m4.png
Supply wires on this layer in gray.
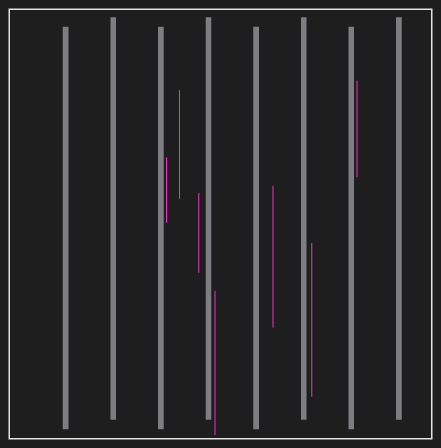
clock_wires.png
Scale bar: 20 um.
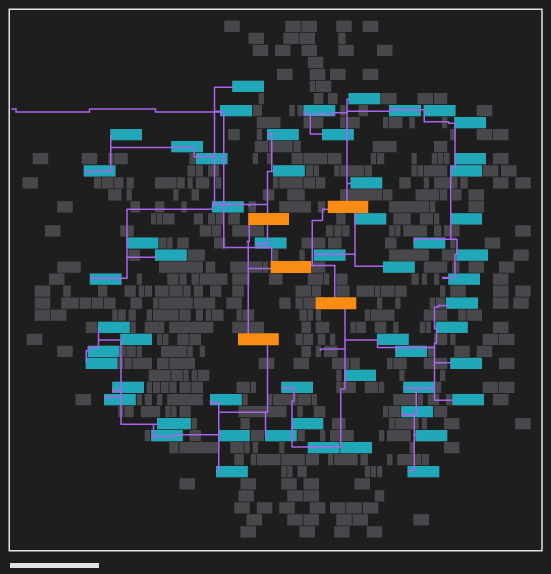
sizing.png
Scale bar: 20 um.
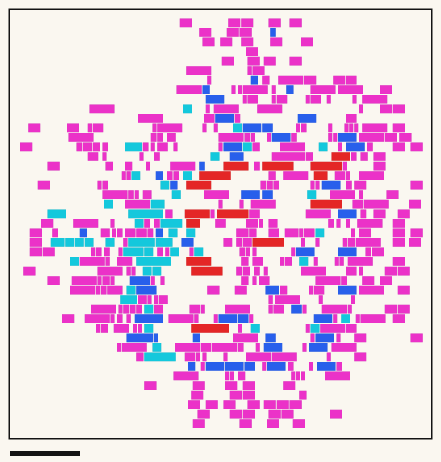
ff_map.png
Other sequential cells in the stronger gray, the rest of the logic in the fainter gray.
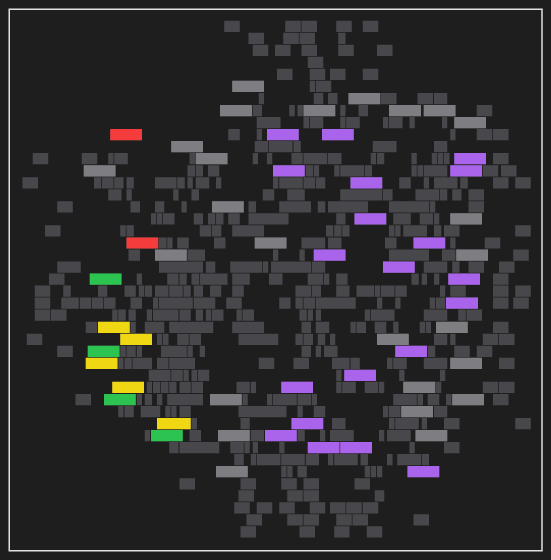
`src/rtl/shift_left_ctrl.sv`:
```
// Request/response front end for the shift_left unit: splits large shifts into passes, adds zero/carry flags.
// Latency: amt 0 or >=WIDTH -> 1 cycle; otherwise passes*(SH_LAT+1)+1 cycles from accept to rsp_valid.
// Backpressure: one op in flight; req_ready only in IDLE, result held in DONE until rsp_ready.
module shift_left_ctrl #(
   parameter int WIDTH    = 20,
   parameter int AMT_W    = 5,
   parameter int SH_AMT_W = 4,
   parameter int SH_LAT   = 1
) (
   input  logic                clk,
   input  logic                rst,
   input  logic                req_valid,
   output logic                req_ready,
   input  logic [WIDTH-1:0]    req_data,
   input  logic [AMT_W-1:0]    req_amt,
   output logic [WIDTH-1:0]    sh_a,
   output logic [SH_AMT_W-1:0] sh_b,
   input  logic [WIDTH-1:0]    sh_c,
   output logic                rsp_valid,
   input  logic                rsp_ready,
   output logic [WIDTH-1:0]    rsp_data,
   output logic                rsp_zero,
   output logic                rsp_carry
);

   localparam int               CNT_W     = (SH_LAT < 1) ? 1 : $clog2(SH_LAT + 1);
   localparam logic [AMT_W-1:0] PASS_MAX  = AMT_W'((1 << SH_AMT_W) - 1);
   localparam logic [AMT_W-1:0] AMT_WIDTH = AMT_W'(WIDTH);
   localparam logic [CNT_W-1:0] CNT_LAST  = CNT_W'(SH_LAT);

   typedef enum logic [1:0] {
      IDLE  = 2'd0,
      ISSUE = 2'd1,
      DONE  = 2'd2
   } state_t;

   state_t           state;
   logic [AMT_W-1:0] rem;        // shift amount still to be applied
   logic [CNT_W-1:0] cnt;        // cycles spent waiting on the current pass
   logic             carry_q;    // carry-out, known at accept time
   logic [WIDTH:0]   carry_mask;
   logic             carry_in;
   logic [AMT_W-1:0] rem_next;

   // Largest single pass the shifter can do is PASS_MAX; clamp the remainder to it.
   function automatic logic [SH_AMT_W-1:0] pass_amt(input logic [AMT_W-1:0] r);
      return (r > PASS_MAX) ? PASS_MAX[SH_AMT_W-1:0] : r[SH_AMT_W-1:0];
   endfunction

   // Carry is the bit that lands on position WIDTH after the full shift: select it with a
   // mask walked down from bit WIDTH, which naturally gives 0 for amt 0 and amt > WIDTH.
   always_comb begin
      carry_mask = {1'b1, {WIDTH{1'b0}}} >> req_amt;
      carry_in   = |({1'b0, req_data} & carry_mask);
      rem_next   = rem - AMT_W'(sh_b);
   end

   // Accept only when idle and not being reset.
   assign req_ready = (state == IDLE) && !rst;

   // Control FSM: accept, iterate passes through the shifter, hold the response.
   always_ff @(posedge clk) begin
      if (rst) begin
         state     <= IDLE;
         rem       <= '0;
         cnt       <= '0;
         carry_q   <= 1'b0;
         sh_a      <= '0;
         sh_b      <= '0;
         rsp_valid <= 1'b0;
         rsp_data  <= '0;
         rsp_zero  <= 1'b0;
         rsp_carry <= 1'b0;
      end else begin
         case (state)
            IDLE: begin
               if (req_valid) begin
                  carry_q <= carry_in;
                  if (req_amt == '0) begin
                     state     <= DONE;
                     rsp_valid <= 1'b1;
                     rsp_data  <= req_data;
                     rsp_zero  <= (req_data == '0);
                     rsp_carry <= carry_in;
                  end else if (req_amt >= AMT_WIDTH) begin
                     // Everything shifts out; the shifter is not needed.
                     state     <= DONE;
                     rsp_valid <= 1'b1;
                     rsp_data  <= '0;
                     rsp_zero  <= 1'b1;
                     rsp_carry <= carry_in;
                  end else begin
                     state <= ISSUE;
                     sh_a  <= req_data;
                     sh_b  <= pass_amt(req_amt);
                     rem   <= req_amt;
                     cnt   <= '0;
                  end
               end
            end
            ISSUE: begin
               if (cnt == CNT_LAST) begin
                  if (rem_next == '0) begin
                     // Last pass: sh_a keeps its value, sh_b drops to 0.
                     state     <= DONE;
                     rem       <= '0;
                     sh_b      <= '0;
                     rsp_valid <= 1'b1;
                     rsp_data  <= sh_c;
                     rsp_zero  <= (sh_c == '0);
                     rsp_carry <= carry_q;
                  end else begin
                     sh_a <= sh_c;
                     sh_b <= pass_amt(rem_next);
                     rem  <= rem_next;
                     cnt  <= '0;
                  end
               end else begin
                  cnt <= cnt + CNT_W'(1);
               end
            end
            DONE: begin
               if (rsp_ready) begin
                  state     <= IDLE;
                  rsp_valid <= 1'b0;
               end
            end
            default: begin
               state <= IDLE;
            end
         endcase
      end
   end

endmodule

```
`config.mk`:
```
export PLATFORM = sky130hd
export DESIGN_NAME = shift_left_ctrl
export DESIGN_NICKNAME = d
export VERILOG_FILES = /design/src/rtl/shift_left_ctrl.sv
export SDC_FILE = /design/constraint.sdc
export NUM_CORES = 1
export LEC_CHECK = 0
export CAP_MARGIN = 20
export CORE_AREA = 2 2 118 120
export DETAILED_ROUTE_END_ITERATION = 10
export DIE_AREA = 0 0 120 122
export PLACE_DENSITY = 0.5
export SLEW_MARGIN = 40
export SYNTH_ARGS = -nofsm -noshare
export SYNTH_HDL_FRONTEND = slang
export SYNTH_SLANG_ARGS = --single-unit
```
`constraint.sdc`:
```
create_clock -name clk -period 2.5 [get_ports clk]
set_input_delay 0.5 -clock clk [delete_from_list [all_inputs] [get_ports clk]]
set_output_delay 0.5 -clock clk [all_outputs]
set_load 0.005 [all_outputs]
```
==> reports/results.tsv <==
stage	metric	value	unit
outcome	status	completed	
final_layout	num_antenna_cells	0	
routing	vias	3280	
final_timing	final_max_slew_viol_count	0	
grt	grt_max_degree	57	
min_path	whs_path_depth	2	
final_timing	relSlewSlack	50.40	%
final_layout	flops	56	
power	pg_comb	1030	uW
setup_path	worstSetupPathDepth	10	
cts	cts.path.max_buffers	2	
routing	vias_per_cell	4.932	
power	p_clk	801	uW
grt	use_met1	19.75	%
cts	cts-hold-fix-buffers	0	
final_timing	fin_skew	0.008114	ns
run	drv_cap	0	
setup_path	ff2ff_path_depth	10	
final_layout	sh_comb_area	39.69	%
setup_path	critPathCaptureType	flip-flop	
yosys	synth-edff-count	0	
final_layout	largest_class	logic gates	
yosys	synthMostInstantiatedCell	nand2_1	
setup_path	worstPathArrival	2.63	ns
yosys	top_area_cell	dfxtp_1	
routing	finalWirelength	11490	um
routing	post-route-drc-count	0	
yosys	synthDistinctLibCells	53	
grt	use_met2	26.10	%
yosys	synthTopCellsByCount	nand2_1 (76), dfxtp_1 (56), nor2_1 (39), a21oi_1 (24), a311oi_1 (21)	
yosys	ff_type	dfxtp_1	
cts	tritoncts	built	
setup_path	r2r-start	rem[0]	
die	chipArea	14640	um^2
setup_path	required	2.70	ns
setup_path	worstSetupEndpoint	sh_a[6]	
die	die_x	120	um
cts	numCtsBuffers	5	
power	p_leak	0.001668	uW
routing	wl_per_cell	17.27	um
final_layout	comb_area	1922	um^2
final_layout	nMultiInputCombCells	273	
cts	cts_root_buffer	clkbuf_16	
grt	top_usage_layer	met2	
final_layout	drive_above_1_share	22.27	%
setup_path	max_stage_delay	0.44	ns
final_timing	fin_tns_setup	0	ns
final_layout	buf_share	28.32	%
grt	grt_pass1_wl	17860	um
cts	cts_resized	0	
cts	h-tree-depth	2	
cts	clock_latency	0.29	ns
die	fp_util	23.35	%
final_layout	nClkBuffers	6	
routing	drt-met1-wl	5303	um
final_timing	setup_violations	0	
final_timing	fmax	412.5	MHz
grt	grt_usage	15.29	%
final_timing	layout_min_cycle_time	2.424	ns
cts	post_cts_buffers	2	
die	ioPinCount	97	
yosys	synth.top_cell.area_share	35.56	%
placement	gp_congestion	0.8067	
yosys	fp_nets	422	
run	warning_count	27	
grt	grt_pass1_vias	3329	
yosys	area_leaders	dfxtp_1 (36%), a311oi_2 (9.5%), nand2_1 (9.0%)	
power	combPwrFrac	35.8	%
setup_path	worst-path-buf-inv	2	
final_timing	worst_slew_pin_slew	0.7440	ns
die	rows	43	
routing	met2WireLength	5396	um
final_layout	fillCellCount	1358	
yosys	ys_warn_count	0	
routing	dr.pass1.iters	4	
setup_path	r2r_setup_slack	0.08	ns
setup_path	worstSetupStartpointType	flip-flop	
yosys	syn_avg_cell_area	8.568	um^2
die	taps	180	
power	p_sw	893.2	uW
cts	clkTransAtPathRegs	0.07	ns
min_path	min_path_type	flip-flop to flip-flop	
power	p_int	1986	uW
power	powerDensity	594.5	nW/um^2
min_path	min_to	sh_a[2]	
setup_path	crit_chain	inv_2 > ha_4 > fa_2 > nand2b_4 > a21oi_4 > xor2_4 > a41oi_4 > clkbuf_16 > nor2_1 > a311oi_1	
yosys	ys_cells	368	
power	power-top-group	sequential cells	
grt	overflow	0	
final_layout	clock_cell_area_share	3.385	%
About m4.png:
wire length on this layer: 223 um
main direction: vertical
nets with wire on the layer: 7

About clock_wires.png:
[cyan] flip-flops | count: 56
[purple] clock wires | length: 771 um
[orange] clock-net drivers | count: 5
routed clock nets: 6

About sizing.png:
| color | size | cells | share | most used |
|---|---|---|---|---|
| cyan | x3 and x4 | 45 | 9.3% | buf_4 |
| magenta | x1 and smaller | 377 | 78% | clkdlybuf4s50_1 |
| red | x6 and larger | 15 | 3.1% | clkbuf_16 |
| blue | x2 | 48 | 9.9% | a311oi_2 |
Final WS setup: 0.07552 ns
Area Growth Syn to Fin: 53.57%

About ff_map.png:
| color | netlist name | flops |
|---|---|---|
| yellow | `rem` | 5 |
| purple | `rsp_data` | 20 |
| green | `sh_b` | 4 |
| red | `state` | 2 |
not colored: 25
Core Util, Final: 35.86%
Flop area: 1122 um^2
sequential logic power: 1050 uW
sequential cell area share: 23.18%

==> flip-flops by register name, summed over array words and instances, names as in the netlist <==
name and flops:
rsp_carry 1, rsp_zero 1, rem 5, carry_q 1, state 2, sh_a 20
sh_b 4, cnt 1, rsp_data 20, rsp_valid 1
==> metrics by stage <==
stage | instances | instance area (um^2) | total power (uW)
6_report | 665 | 4842 | 2879
5_1_grt | 665 | 4842 | 3025
4_1_cts | 659 | 4652 | 2783
3_5_place_dp | 649 | 4473 | 1956
3_3_place_gp | 649 | 4473 | 1946
2_1_floorplan | 368 | 3153 | 1522
==> logic make-up after synthesis <==
logic type	count (synthesis)	share of synthesized area, %
AND/OR/NAND/NOR	153	21.67
adder cells (fa/ha/maj)	5	2.222
multiplexers	5	2.222
buffers and inverters	39	7.142
AND-OR/OR-AND	107	29.88
flip-flops	56	35.56
XOR/XNOR	3	1.310
==> placed cells by master (no fill, tap or decap), types with 3 or more instances in the layout <==
cell type | Yosys | routed
o22ai_1 | 3 | 3
inv_1 | 10 | 9
nand3_1 | 6 | 6
nor2_2 | 0 | 8
buf_12 | 0 | 4
o211ai_1 | 5 | 5
a31oi_1 | 3 | 3
a311oi_1 | 21 | 18
clkbuf_16 | 0 | 7
dfxtp_1 | 56 | 55
buf_4 | 3 | 33
nor3_1 | 6 | 5
a21oi_2 | 6 | 6
a311oi_2 | 20 | 23
nor4_1 | 12 | 12
a221oi_1 | 3 | 3
o21ai_0 | 8 | 8
clkdlybuf4s50_1 | 0 | 95
nand2_1 | 76 | 76
nor2_1 | 39 | 31
o21ai_1 | 3 | 3
ha_1 | 4 | 3
a21oi_1 | 24 | 23
Power is estimated from default activity; no workload was simulated.
